==> config.mk <==
export PLATFORM = sky130hd
export DESIGN_NAME = master_read_flat
export DESIGN_NICKNAME = d
export VERILOG_FILES = /design/src/rtl/axi_pkg.sv /design/src/rtl/master_read_if.sv /design/src/rtl/master_read.sv /design/src/flat_wrapper.sv
export SDC_FILE = /design/constraint.sdc
export NUM_CORES = 1
export LEC_CHECK = 0
export CAP_MARGIN = 20
export CORE_AREA = 2 2 71 124
export DETAILED_ROUTE_END_ITERATION = 8
export DIE_AREA = 0 0 73 126
export GPL_TIMING_DRIVEN = 0
export MAX_ROUTING_LAYER = met4
export PLACE_DENSITY = 0.74
export SYNTH_ARGS = -nofsm -noshare
export SYNTH_HDL_FRONTEND = slang
export SYNTH_SLANG_ARGS = --single-unit
==> constraint.sdc <==
create_clock -name clk -period 2.05 [get_ports clk]
set_input_delay 0.41 -clock clk [delete_from_list [all_inputs] [get_ports clk]]
set_output_delay 0.41 -clock clk [all_outputs]
set_load 0.005 [all_outputs]
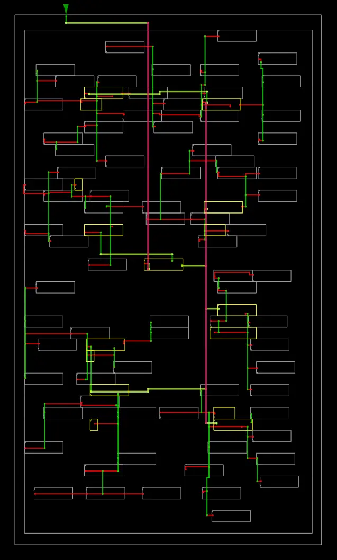
*Clock wiring as the flow saved it*
clock buf count: 12
Fin Clk Skew: 0.00468 ns
Clk power: 1.61 mW

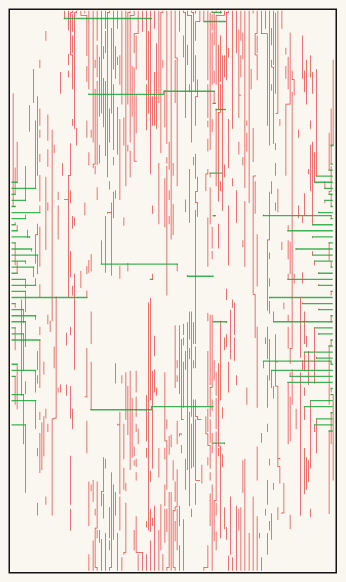
*Signal wires by layer*
Only two layers are drawn.
colour	layer	wire length
red	metal 2	4590 um
green	metal 3	436 um
gr usage total: 18.0%
vias: 2336

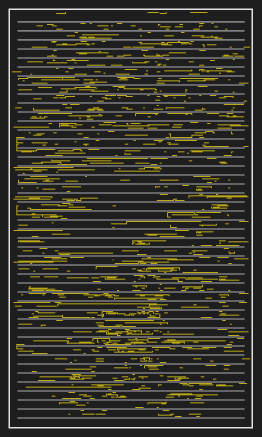
*The metal 1 layer*
Supply wires on this layer in grey.
share of all routed wire	34%
nets with wire on the layer	414
longest straight run	29.9 um
GR Layer Usage met1: 17.2%
final WL: 7850 um

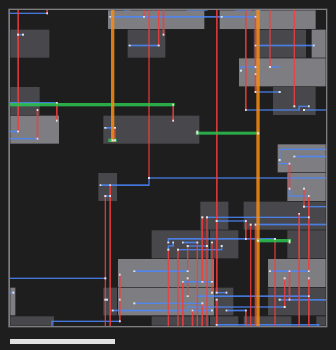
*Zoomed window*
The bar under the picture is 10 um long. Window x 22 to 52, y 48 to 78 um. Cells in grey, sequential cells in the stronger grey; small squares are vias.
colour	layer
red	metal 2
blue	metal 1
orange	metal 4
green	metal 3
most frequent	dfrtp_1 (8)
cells with their middle in the window	21
sequential cells in the window	8

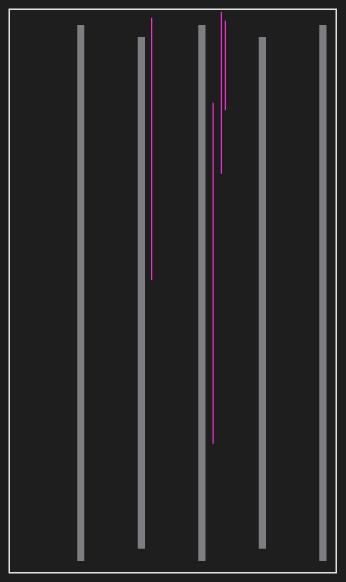
*M4 wires*
Supply wires on this layer in grey.
longest straight run	76.2 um
share of all routed wire	2.4%
main direction	vertical

==> run summary <==
fresh numbers from the pnr run: status finished with violations, Cell Type Count 24, Comb. pwr between 3 and 4 mW, 1st-pass router iterations 4, Max IR drop VDD 723 uV, unrepaired setup endpoints after global routing yes, diode count 0, die y size 126 um, Inserted Clock Buffers 9, Max power group combinational logic, CP Cell Sequence xnor2_1 > nand4_1 > ha_2 > nand4b_1 > a222oi_1 > buf_4 > mux2_4, Synth area leader dfrtp_1, Seq area share a little over a third, and+or+nand+nor area frac under 10%, n_taps 92, metal3 WL 436 um, Log Warnings 32, NetSw 1.90 mW, failing checks negative hold slack, final hold violation count 31, PortBufs roughly 150, fraction of layout cells with a size suffix above 1 29.0%, Nets 486, WP buf/inv 1, Fin Hold WS -0.0224 ns, yosys xor share 1.67%, Dominant combinational family multiplexers, Cell area leaders dfrtp_1 (61%), mux2_2 (24%), ha_1 (3.2%), static leakage 2.36 nW, fin cells 495, Clock Sink Count 77, Synth Seq Share about three fifths, DR top layer met4
Power figures rest on the tool's default switching activity, not on a simulated workload.
